## src/rtl/sub_pkg.sv

```systemverilog
// Shared definitions for the bit-serial subtractor controller.
//   state_t : controller FSM encoding. 2'd3 is unused and recovers to IDLE.
package sub_pkg;

  typedef enum logic [1:0] {
    IDLE = 2'd0,
    RUN  = 2'd1,
    DONE = 2'd2
  } state_t;

endpackage : sub_pkg

```

## src/rtl/fs_cell.sv

```systemverilog
// 1-bit combinational full subtractor: computes a - b - bin.
// Ports:
//   a    in  minuend bit
//   b    in  subtrahend bit
//   bin  in  borrow in
//   d    out difference bit
//   bout out borrow out (1 when a < b + bin)
module fs_cell (
  input  logic a,
  input  logic b,
  input  logic bin,
  output logic d,
  output logic bout
);

  logic w_axb;

  // Difference and borrow of a single subtract stage
  always_comb begin
    w_axb = a ^ b;
    d     = w_axb ^ bin;
    bout  = (~a & b) | (~w_axb & bin);
  end

endmodule : fs_cell

```

## src/rtl/serial_subtractor_ctrl.sv

```systemverilog
// Bit-serial WIDTH-bit subtractor: diff = (a - b - bin) mod 2^WIDTH, LSB first,
// one bit per clock through a single shared fs_cell.
// Ports:
//   clk    in   clock, rising edge
//   rst_n  in   synchronous active-low reset
//   start  in   request, accepted only in IDLE
//   a, b   in   operands (WIDTH), sampled on the accepting edge only
//   bin    in   borrow in, sampled on the accepting edge only
//   busy   out  high in RUN and DONE
//   done   out  one-cycle pulse; diff/bout valid from this cycle
//   diff   out  result (WIDTH), held until the next DONE transition
//   bout   out  final borrow (1 = unsigned underflow)
module serial_subtractor_ctrl #(
  parameter int WIDTH = 8
) (
  input  logic             clk,
  input  logic             rst_n,
  input  logic             start,
  input  logic [WIDTH-1:0] a,
  input  logic [WIDTH-1:0] b,
  input  logic             bin,
  output logic             busy,
  output logic             done,
  output logic [WIDTH-1:0] diff,
  output logic             bout
);

  import sub_pkg::*;

  localparam int CNT_W = $clog2(WIDTH);
  localparam logic [CNT_W-1:0] LAST_BIT = CNT_W'(WIDTH - 1);

  state_t           r_state;
  // r_a_sr doubles as the result shift register: minuend bits leave at the
  // bottom while difference bits enter at the top, so after the last bit
  // the register plus the final difference bit forms the whole result.
  logic [WIDTH-1:0] r_a_sr;
  logic [WIDTH-1:0] r_b_sr;
  logic             r_brw;
  logic [CNT_W-1:0] r_cnt;
  logic             w_d;
  logic             w_brw_next;
  logic [WIDTH-1:0] w_res_next;

  fs_cell u_fs_cell (
    .a    (r_a_sr[0]),
    .b    (r_b_sr[0]),
    .bin  (r_brw),
    .d    (w_d),
    .bout (w_brw_next)
  );

  // Result register contents after the current bit is shifted in
  always_comb begin
    w_res_next = {w_d, r_a_sr[WIDTH-1:1]};
  end

  // Controller FSM with registered outputs
  always_ff @(posedge clk) begin
    if (!rst_n) begin
      r_state <= IDLE;
      r_a_sr  <= '0;
      r_b_sr  <= '0;
      r_brw   <= 1'b0;
      r_cnt   <= '0;
      busy    <= 1'b0;
      done    <= 1'b0;
      diff    <= '0;
      bout    <= 1'b0;
    end else begin
      case (r_state)
        IDLE: begin
          done <= 1'b0;
          if (start) begin
            r_a_sr  <= a;
            r_b_sr  <= b;
            r_brw   <= bin;
            r_cnt   <= '0;
            busy    <= 1'b1;
            r_state <= RUN;
          end else begin
            busy    <= 1'b0;
          end
        end
        RUN: begin
          r_a_sr <= w_res_next;
          r_b_sr <= {1'b0, r_b_sr[WIDTH-1:1]};
          r_brw  <= w_brw_next;
          r_cnt  <= r_cnt + CNT_W'(1);
          if (r_cnt == LAST_BIT) begin
            diff    <= w_res_next;
            bout    <= w_brw_next;
            done    <= 1'b1;
            r_state <= DONE;
          end else begin
            done    <= 1'b0;
          end
        end
        DONE: begin
          done    <= 1'b0;
          busy    <= 1'b0;
          r_state <= IDLE;
        end
        default: begin
          done    <= 1'b0;
          busy    <= 1'b0;
          r_state <= IDLE;
        end
      endcase
    end
  end

endmodule : serial_subtractor_ctrl

```

## config.mk

```make
export PLATFORM = sky130hd
export DESIGN_NAME = serial_subtractor_ctrl
export DESIGN_NICKNAME = d
export VERILOG_FILES = /design/src/rtl/sub_pkg.sv /design/src/rtl/fs_cell.sv /design/src/rtl/serial_subtractor_ctrl.sv
export SDC_FILE = /design/constraint.sdc
export NUM_CORES = 1
export LEC_CHECK = 0
export CORE_AREA = 2 2 54 56
export CTS_CLUSTER_DIAMETER = 120
export DETAILED_ROUTE_END_ITERATION = 8
export DIE_AREA = 0 0 56 58
export MAX_ROUTING_LAYER = met4
export PLACE_DENSITY = 0.92
export SYNTH_ARGS = -nofsm -noshare
export SYNTH_HDL_FRONTEND = slang
export SYNTH_SLANG_ARGS = --single-unit
export TNS_END_PERCENT = 10
```

## constraint.sdc

```tcl
create_clock -name clk -period 3.2 [get_ports clk]
set_input_delay 0.32 -clock clk [delete_from_list [all_inputs] [get_ports clk]]
set_output_delay 0.32 -clock clk [all_outputs]
set_load 0.02 [all_outputs]
```

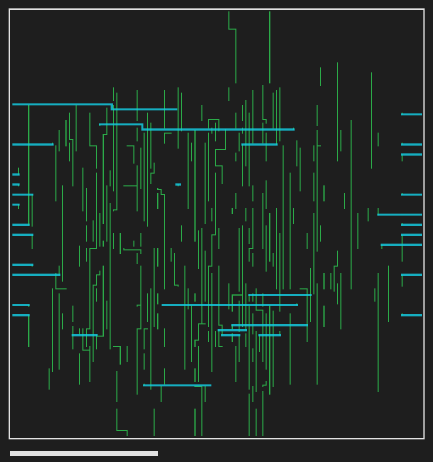
Fig. 1. Routed metal, one color a layer (run 1).
Scale bar: 20 um. Only two layers are drawn.
| color | layer | wire length |
|---|---|---|
| cyan | metal 3 | 171 um |
| green | metal 2 | 1230 um |

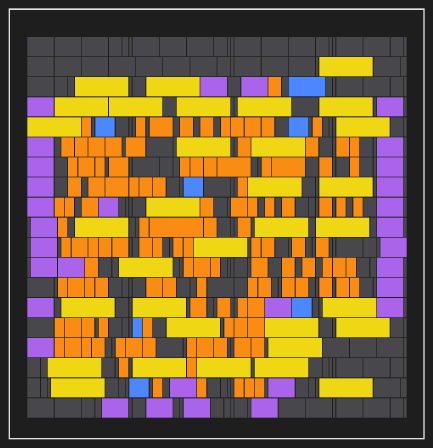
Fig. 2. Placement by cell class (run 1).
Fill, decap, tap and diode cells in gray.
| color | class | cells |
|---|---|---|
| yellow | flops | 33 |
| blue | clock drivers and dummy loads | 7 |
| purple | other buffers and delay cells | 31 |
| orange | combinational and other logic | 123 |

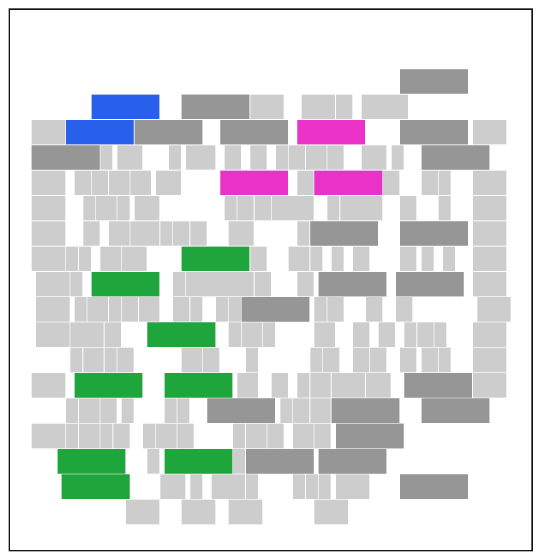
Fig. 3. Sequential cells colored by netlist name (run 1).
Other sequential cells in the stronger gray, the rest of the logic in the fainter gray.
| color | name in the netlist | flops |
|---|---|---|
| blue | r_state | 2 |
| green | r_b_sr | 8 |
| magenta | r_cnt | 3 |

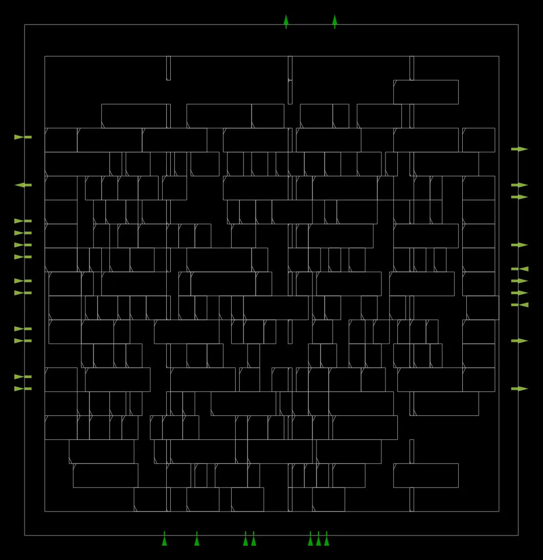
Fig. 4. Cell placement (run 1).
flop share of the area: 39.3%
post-layout util: 63.2%
Core Area: 2660 um^2
Fillers: 238
num tapcells: 31

-- run 1: layout make-up --
class / count / area (um^2)
clock buffers: 7 / 55.1
multi-input cells: 118 / 602
flip-flops and latches: 33 / 661
well taps: 31 / 38.8
inverters: 5 / 18.8
repair buffers: 31 / 308
fillers: 238 / 980
-- run 1: metrics by stage --
| stage | std cells | utilization [%] | worst slack [ns] |
|---|---|---|---|
| floorplan | 167 | - | 1.91 |
| global placement | 218 | 61.1 | 1.43 |
| detailed placement | 218 | 61.1 | 1.36 |
| CTS | 225 | 63.2 | 1.55 |
| global route | 225 | 63.2 | 1.34 |
| finish | 225 | 63.2 | 1.53 |
-- run 1: flip-flops by register name (all words and copies together), names as in the netlist --
register	cells
bout	1
r_brw	1
r_state	2
done	1
r_cnt	3
busy	1
r_b_sr	8
diff	8
r_a_sr	8
==> results.json, run 1 <==
{
  "flop_cell": "dfxtp_1",
  "period_used_pct": 52.1,
  "cts_tree": "built",
  "grt.overflow.total": 0,
  "postSynthSeqShare_pct": 49.1,
  "synth.logic.top_family": "simple AND/OR/NAND/NOR gates",
  "drt-pass1-iter-count": 4,
  "synthTopCellsByCount": "43 x nand2_1, 33 x dfxtp_1, 17 x o21ai_0",
  "top_area_share_pct": 49.1,
  "wl_met2_mm": 1.23,
  "initCoreUtil_pct": 50.6,
  "drtIter0Drc": 33,
  "avgSynthCellArea_um2": 8.06,
  "most_common_cell": "nand2_1",
  "adder_share_pct": 3.35,
  "drive_above_1_share_pct": 3.61,
  "final_common_cell": "nand2_1",
  "met3_length_um": 170,
  "start_kind": "flip-flop",
  "chipHeight_um": 58,
  "netlist_area_um2": 1350,
  "endpoint": "r_a_sr[7]$_SDFFE_PN0P_",
  "gp_congestion": 0.804,
  "grt_max_degree": 34,
  "whs_endpoint": "diff[0]$_SDFFE_PN0P_",
  "root_buffer": "clkbuf_4",
  "maxCapViolations": 0,
  "fin_tns_setup_ns": 0,
  "crit_type": "reg2reg",
  "combPwrFrac_pct": 12.1,
  "path_max_fanout": 33,
  "die-area_um2": 3250,
  "cts_resized": 0,
  "hold-path-cell-count": 2,
  "max_freq_mhz": 600,
  "drc": 0,
  "final_area_um2": 1680,
  "r2r_slack_ns": 1.53,
  "wirelength_mm": 2.71,
  "clk_latency_ns": 0.34,
  "r2r-start": "r_state[1]$_SDFFE_PN0P_",
  "grtUsageTotal_pct": 19.3,
  "antenna_found_initial": 0,
  "warning_count": 26,
  "viasPerCell": 5.21,
  "power_leader": "sequential cells",
  "tightest_slew_ns": 0.969,
  "h-tree-depth": 2,
  "relSlewSlack_pct": 35.4,
  "post_cts_buffers": 0,
  "ant_nets": 0,
  "min_from": "diff[0]$_SDFFE_PN0P_",
  "finalCriticalPeriod_ns": 1.67,
  "synth_cell_type_count": 23,
  "topRoutingLayerUsed": "met4",
  "crit_chain": "nand2b_1 > o21ai_0 > a31oi_1",
  "pwr-share-clk_pct": 30.5,
  "path_depth": 3,
  "synthToLayoutAreaGrowth_pct": 25.0,
  "synth_warnings": 0,
  "path_delay_family": "simple AND/OR/NAND/NOR gates",
  "grt_pass1_vias": 1061,
  "irDropWorstVdd_mv": 0.484,
  "p_leak_nw": 0.611,
  "place_area_um2": 1630,
  "status": "finished clean",
  "lay_top_cells": "43 x nand2_1, 33 x dfxtp_1, 30 x clkdlybuf4s50_1, 17 x o21ai_0",
  "cts_max_path_buffers": 2,
  "powerClk_uw": 239,
  "vias": 1172,
  "postSynth.asyncResetShare_pct": 0,
  "path_buffers": 0,
  "arrival_ns": 1.93,
  "max_stage_delay_ns": 0.78,
  "skew_ns": 0.00317,
  "die_w_um": 56,
  "ys.flops": 33,
  "pg_comb_uw": 94.9,
  "cp.required_ns": 3.46,
  "slowest_stage": "nand2b_1",
  "power_switching_uw": 202,
  "hp-class": "reg2reg",
  "clk_pin_slew_ns": 0.09,
  "synth.largest_area_cell": "dfxtp_1",
  "grt-busiest-layer": "met2",
  "mappedNetlistNets": 190,
  "seqPwrFrac_pct": 57.4,
  "r2r-end": "r_a_sr[7]$_SDFFE_PN0P_",
  "met2_usage_pct": 29.4,
  "cts_hold_buf": 0,
  "slew_violations": 0,
  "total_power_uw": 784,
  "place_hpwl_mm": 1.87,
  "syn-instance-count": 167,
  "cts_buffers": 5,
  "use_met1_pct": 23.4,
  "row_count": 19,
  "cp-startpoint": "r_state[1]$_SDFFE_PN0P_",
  "swShare_pct": 25.7,
  "io_buffers": 30,
  "pg_seq_uw": 450,
  "r2r_cells": 3,
  "xor_share_pct": 0,
  "cts.sinks": 33,
  "synth-edff-count": 0,
  "crit_path_end_kind": "flip-flop",
  "power_per_cell_area_nw_per_um2": 466,
  "hold_ws_ns": 0.457,
  "mux_area_share_pct": 0,
  "wl_met1_mm": 1.27
}
## Run 2: what changed since run 1
- CORE_AREA: 2 2 54 56 -> 2 2 56 58
- DIE_AREA: 0 0 56 58 -> 0 0 58 60
- PLACE_DENSITY: 0.92 -> 0.87
- clock period: 3.2 -> 1.6 ns (I/O delays scaled with it)
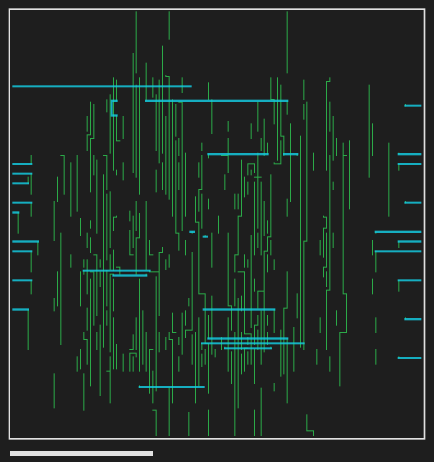
Fig. 5. Routed metal, one color a layer (run 2).
Scale bar: 20 um. Only two layers are drawn.
| color | layer | wire length |
|---|---|---|
| cyan | metal 3 | 178 um |
| green | metal 2 | 1440 um |

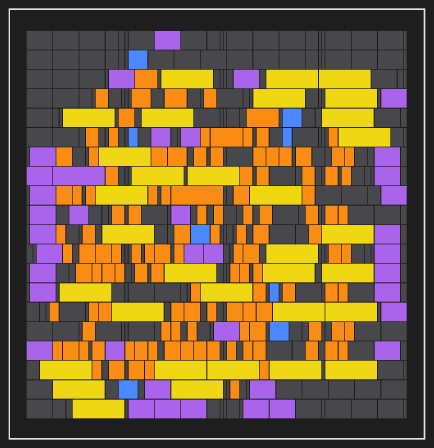
Fig. 6. Placement by cell class (run 2).
Fill, decap, tap and diode cells in gray.
| color | class | cells |
|---|---|---|
| blue | clock drivers and dummy loads | 8 |
| orange | combinational and other logic | 123 |
| yellow | flops | 33 |
| purple | other buffers and delay cells | 38 |

==> run 2 against run 1 <==
  * Register-to-register slack worse by 1.3 ns
  * Count of clock-buffer cells in the layout up 1
  * Routed wire length up 9.1%
  * Flip-flop count unchanged
  * Critical path type is now reg2out
  * Combinational power up 130%
  * Clock power up 83%
  * Worst setup slack worse by 1.4 ns
  * Cell area up 3.6%
  * Critical path depth down 2
  * Area after synthesis unchanged
  * Via count up 6.7%
  * Synthesized cell count unchanged
==> results.json, run 2 <==
{
  "h-tree-depth": 2,
  "top_area_share_pct": 49.1,
  "power_leader": "sequential cells",
  "combPwrFrac_pct": 14.1,
  "cp-startpoint": "diff[0]$_SDFFE_PN0P_",
  "mappedNetlistNets": 190,
  "total_power_mw": 1.55,
  "place_worst_setup_slack_ns": 0.131,
  "met2_usage_pct": 33.9,
  "endpoint": "diff[0]",
  "logic_area_um2": 602,
  "whs_endpoint": "r_b_sr[4]$_SDFFE_PN0P_",
  "synth.largest_area_cell": "dfxtp_1",
  "powerClk_uw": 438,
  "ant_nets": 0,
  "p_leak_nw": 0.644,
  "met3_length_um": 177,
  "topRoutingLayerUsed": "met4",
  "grtUsageTotal_pct": 20.9,
  "seqPwrFrac_pct": 57.7,
  "flop_cell": "dfxtp_1",
  "grt_pass1_vias": 1137,
  "vias": 1251,
  "cts_hold_buf": 0,
  "syn-instance-count": 167,
  "slowest_stage": "clkdlybuf4s50_1",
  "fin_ws_ns": 0.156,
  "crit_path_end_kind": "output port",
  "synth-edff-count": 0,
  "synthTopCellsByCount": "43 x nand2_1, 33 x dfxtp_1, 17 x o21ai_0",
  "postSynthSeqShare_pct": 49.1,
  "wirelength_mm": 2.96,
  "wl_met1_mm": 1.29,
  "maxCapViolations": 0,
  "skew_ns": 0.00499,
  "final_util_pct": 60.1,
  "clk_pin_slew_ns": 0.09,
  "drive_above_1_share_pct": 6.44,
  "initCoreUtil_pct": 46.4,
  "stdcell_count": 235,
  "drtIter0Drc": 36,
  "crit_type": "reg2out",
  "pg_seq_uw": 896,
  "place_area_um2": 1700,
  "cts.sinks": 33,
  "cts_buffers": 5,
  "power_per_cell_area_nw_per_um2": 890,
  "viasPerCell": 5.32,
  "gp_congestion": 0.838,
  "cts_tree": "built",
  "use_met1_pct": 24.4,
  "die_w_um": 58,
  "crit_chain": "clkdlybuf4s50_1",
  "grt_max_degree": 20,
  "final_common_cell": "nand2_1",
  "postSynth.asyncResetShare_pct": 0,
  "io_buffers": 30,
  "die-area_um2": 3480,
  "cts_max_path_buffers": 2,
  "post_cts_buffers": 0,
  "reg_top3": "diff: 8 flops, r_a_sr: 8 flops, r_b_sr: 8 flops",
  "drc": 0,
  "drt-pass1-iter-count": 4,
  "grt-busiest-layer": "met2",
  "irDropWorstVdd_mv": 0.663,
  "synth_cell_type_count": 23,
  "r2r-start": "r_cnt[0]$_SDFFE_PN0P_",
  "grt.overflow.total": 0,
  "most_common_cell": "nand2_1",
  "pwr-share-clk_pct": 28.2,
  "path_depth": 1,
  "cp.required_ns": 1.44,
  "relSlewSlack_pct": 71.4,
  "r2r_cells": 5,
  "slew_violations": 0,
  "hold-path-cell-count": 3,
  "fillers": 255,
  "fin_tns_setup_ns": 0,
  "arrival_ns": 1.28,
  "place_hpwl_mm": 2.12,
  "avgSynthCellArea_um2": 8.06,
  "start_kind": "flip-flop",
  "final_area_um2": 1740,
  "hp-class": "in2reg",
  "cts_resized": 0,
  "row_count": 20,
  "r2r-end": "diff[0]$_SDFFE_PN0P_",
  "pg_comb_uw": 218,
  "hold_ws_ns": 0.383,
  "synthToLayoutAreaGrowth_pct": 29.6,
  "warning_count": 26,
  "wl_met2_mm": 1.44,
  "status": "finished clean",
  "seq_area_um2": 661,
  "swShare_pct": 26.0,
  "path_buffers": 1
}
[run 2: cell count changes in the layout (fill, tap and decap cells not counted)]
cell      previous run  this run
buf_4                1         7
clkbuf_1             1         3
buf_12               0         1
clkbuf_8             1         0
[run 2: cell type report]
| cell class | count | share of cell area, % |
|---|---|---|
| multi-input combinational | 118 | 34.5 |
| timing repair buffer | 38 | 21.4 |
| tap | 33 | 2.37 |
| sequential | 33 | 37.9 |
| clock buffer | 8 | 2.80 |
| inverter | 5 | 1.08 |
[run 2: kinds of logic after synthesis]
group | synth area share [%]
AND-OR/OR-AND | 20.6
adder cells (fa/ha/maj) | 3.35
buffers and inverters | 6.23
flip-flops | 49.1
AND/OR/NAND/NOR | 20.7
## Run 3: what changed since run 2
- CAP_MARGIN: default -> 10
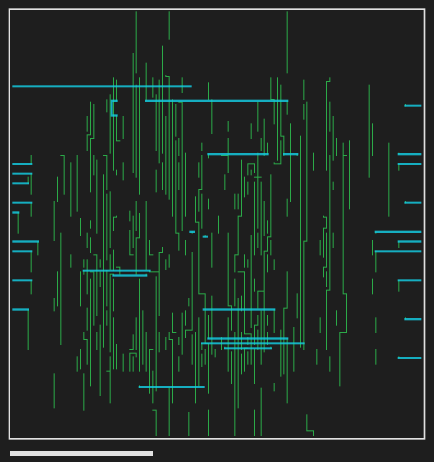
Fig. 7. Routed metal, one color a layer (run 3).
Scale bar: 20 um. Only two layers are drawn.
| color | layer | wire length |
|---|---|---|
| cyan | metal 3 | 178 um |
| green | metal 2 | 1440 um |

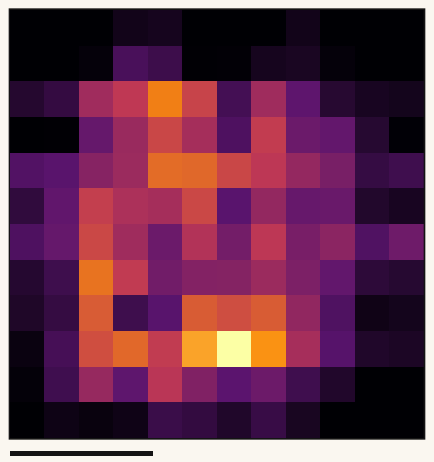
Fig. 8. Signal metal coverage by tile (run 3).
Scale bar: 20 um. The die is cut into 12 by 12 equal tiles; black is low, pale yellow is high, scaled to the fullest tile. Values are wire area over tile area, all layers added.
tiles over half the peak: 16%
fullest tile: 0.55
emptiest ninth of the die: north-east
nearly empty tiles: 19%
mean over tiles: 0.14

==> run 3 against run 2 <==
  * Worst setup slack did not move
  * Power did not move
  * Via count did not move
  * First-iteration DRC count did not move
  * Sequential share of layout area did not move
  * Critical path depth did not move
  * Fmax did not move
  * Highest routed layer unchanged
  * Clock skew did not move
  * Routed wire length did not move
  * Area after synthesis did not move
  * Critical endpoint unchanged
  * Flip-flop count did not move
==> results.json, run 3 <==
{
  "fin_ws_ns": 0.156,
  "crit_type": "reg2out",
  "r2r_slack_ns": 0.21,
  "cts_resized": 0,
  "grt_max_degree": 20,
  "crit_chain": "clkdlybuf4s50_1",
  "warning_count": 26,
  "skew_ns": 0.00499,
  "logic_area_um2": 602,
  "hp-class": "in2reg",
  "r2r-end": "diff[0]$_SDFFE_PN0P_",
  "path_delay_family": "buffers and inverters",
  "cts_tree": "built",
  "postSynthSeqShare_pct": 49.1,
  "cts.sinks": 33,
  "cts_max_path_buffers": 2,
  "num_io_pins": 31,
  "stdcell_count": 235,
  "dpl.cell_count": 227,
  "avgSynthCellArea_um2": 8.06,
  "viasPerCell": 5.32,
  "start_kind": "flip-flop",
  "lay_top_cells": "43 x nand2_1, 33 x dfxtp_1, 30 x clkdlybuf4s50_1, 17 x o21ai_0",
  "antenna_found_initial": 0,
  "cp.required_ns": 1.44,
  "slew_violations": 0,
  "slowest_stage": "clkdlybuf4s50_1",
  "most_common_cell": "nand2_1",
  "clk_pin_slew_ns": 0.09,
  "r2r_cells": 5,
  "die_w_um": 58,
  "use_met1_pct": 24.4,
  "drive_above_1_share_pct": 6.44,
  "drt-pass1-iter-count": 4,
  "cts_buffers": 5,
  "place_worst_setup_slack_ns": 0.131,
  "max_freq_mhz": 692,
  "topRoutingLayerUsed": "met4",
  "initCoreUtil_pct": 46.4,
  "gp_congestion": 0.838,
  "ys_sh_aoi_pct": 20.6,
  "wl_met1_mm": 1.29,
  "crit_path_end_kind": "output port",
  "path_depth": 1,
  "mappedNetlistNets": 190,
  "met3_length_um": 177,
  "row_count": 20,
  "seq_area_um2": 661,
  "endpoint": "diff[0]",
  "core_um2": 2900,
  "finalCriticalPeriod_ns": 1.44,
  "synthTopCellsByCount": "43 x nand2_1, 33 x dfxtp_1, 17 x o21ai_0",
  "synth-edff-count": 0,
  "wirelength_mm": 2.96,
  "relSlewSlack_pct": 71.4,
  "power_per_cell_area_nw_per_um2": 890,
  "grt-busiest-layer": "met2",
  "tightest_slew_ns": 0.429,
  "place_area_um2": 1700,
  "period_used_pct": 90.3,
  "h-tree-depth": 2,
  "fin_tns_setup_ns": 0,
  "met2_usage_pct": 33.9,
  "drc": 0,
  "chipHeight_um": 60,
  "min_from": "b[4]",
  "wl_met2_mm": 1.44,
  "max_stage_delay_ns": 0.61,
  "synth_warnings": 0,
  "grt_pass1_vias": 1137,
  "synth.logic.top_family": "simple AND/OR/NAND/NOR gates",
  "final_area_um2": 1740,
  "xor_share_pct": 0,
  "cp-startpoint": "diff[0]$_SDFFE_PN0P_",
  "ys_sh_simple_pct": 20.7,
  "ant_nets": 0,
  "vias": 1251,
  "syn-instance-count": 167,
  "adder_share_pct": 3.35,
  "clk_latency_ns": 0.33,
  "grtUsageTotal_pct": 20.9,
  "ys.flops": 33,
  "cts_hold_buf": 0,
  "die-area_um2": 3480,
  "io_buffers": 30,
  "top_area_share_pct": 49.1,
  "drtIter0Drc": 36,
  "fillers": 255,
  "root_buffer": "clkbuf_4",
  "netlist_area_um2": 1350,
  "final_util_pct": 60.1,
  "whs_endpoint": "r_b_sr[4]$_SDFFE_PN0P_",
  "path_buffers": 1,
  "r2r-start": "r_cnt[0]$_SDFFE_PN0P_",
  "post_cts_buffers": 0,
  "synth_cell_type_count": 23,
  "postSynth.asyncResetShare_pct": 0,
  "flop_cell": "dfxtp_1",
  "grt.overflow.total": 0,
  "irDropWorstVdd_mv": 0.663,
  "final_common_cell": "nand2_1",
  "maxCapViolations": 0,
  "synthToLayoutAreaGrowth_pct": 29.6,
  "status": "finished clean",
  "hold-path-cell-count": 3
}
## run 3: cell counts after synthesis
No cell type changed its count.
## run 3: area by class of cell
cell class	instances	area share [%]
Inverter	5	1.08
Clock buffer	8	2.80
Sequential cell	33	37.9
Multi-Input combinational cell	118	34.5
Tap cell	33	2.37
Timing Repair Buffer	38	21.4
## run 3: power by group
part	switching (mW)	leakage, nW	internal [mW]	total [mW]
clock network	0.263	0.0265	0.175	0.438
registers	0.0290	0.270	0.867	0.896
logic	0.111	0.347	0.107	0.218
## run 3: through the flow
step           hold WS (ns)  total power, mW
6_report              0.383             1.55
5_1_grt               0.395             1.64
4_1_cts               0.369             1.56
3_5_place_dp          0.448             1.13
3_3_place_gp          0.442             1.12
2_1_floorplan         0.298             1.03
Power and IR drop assume default switching activity.
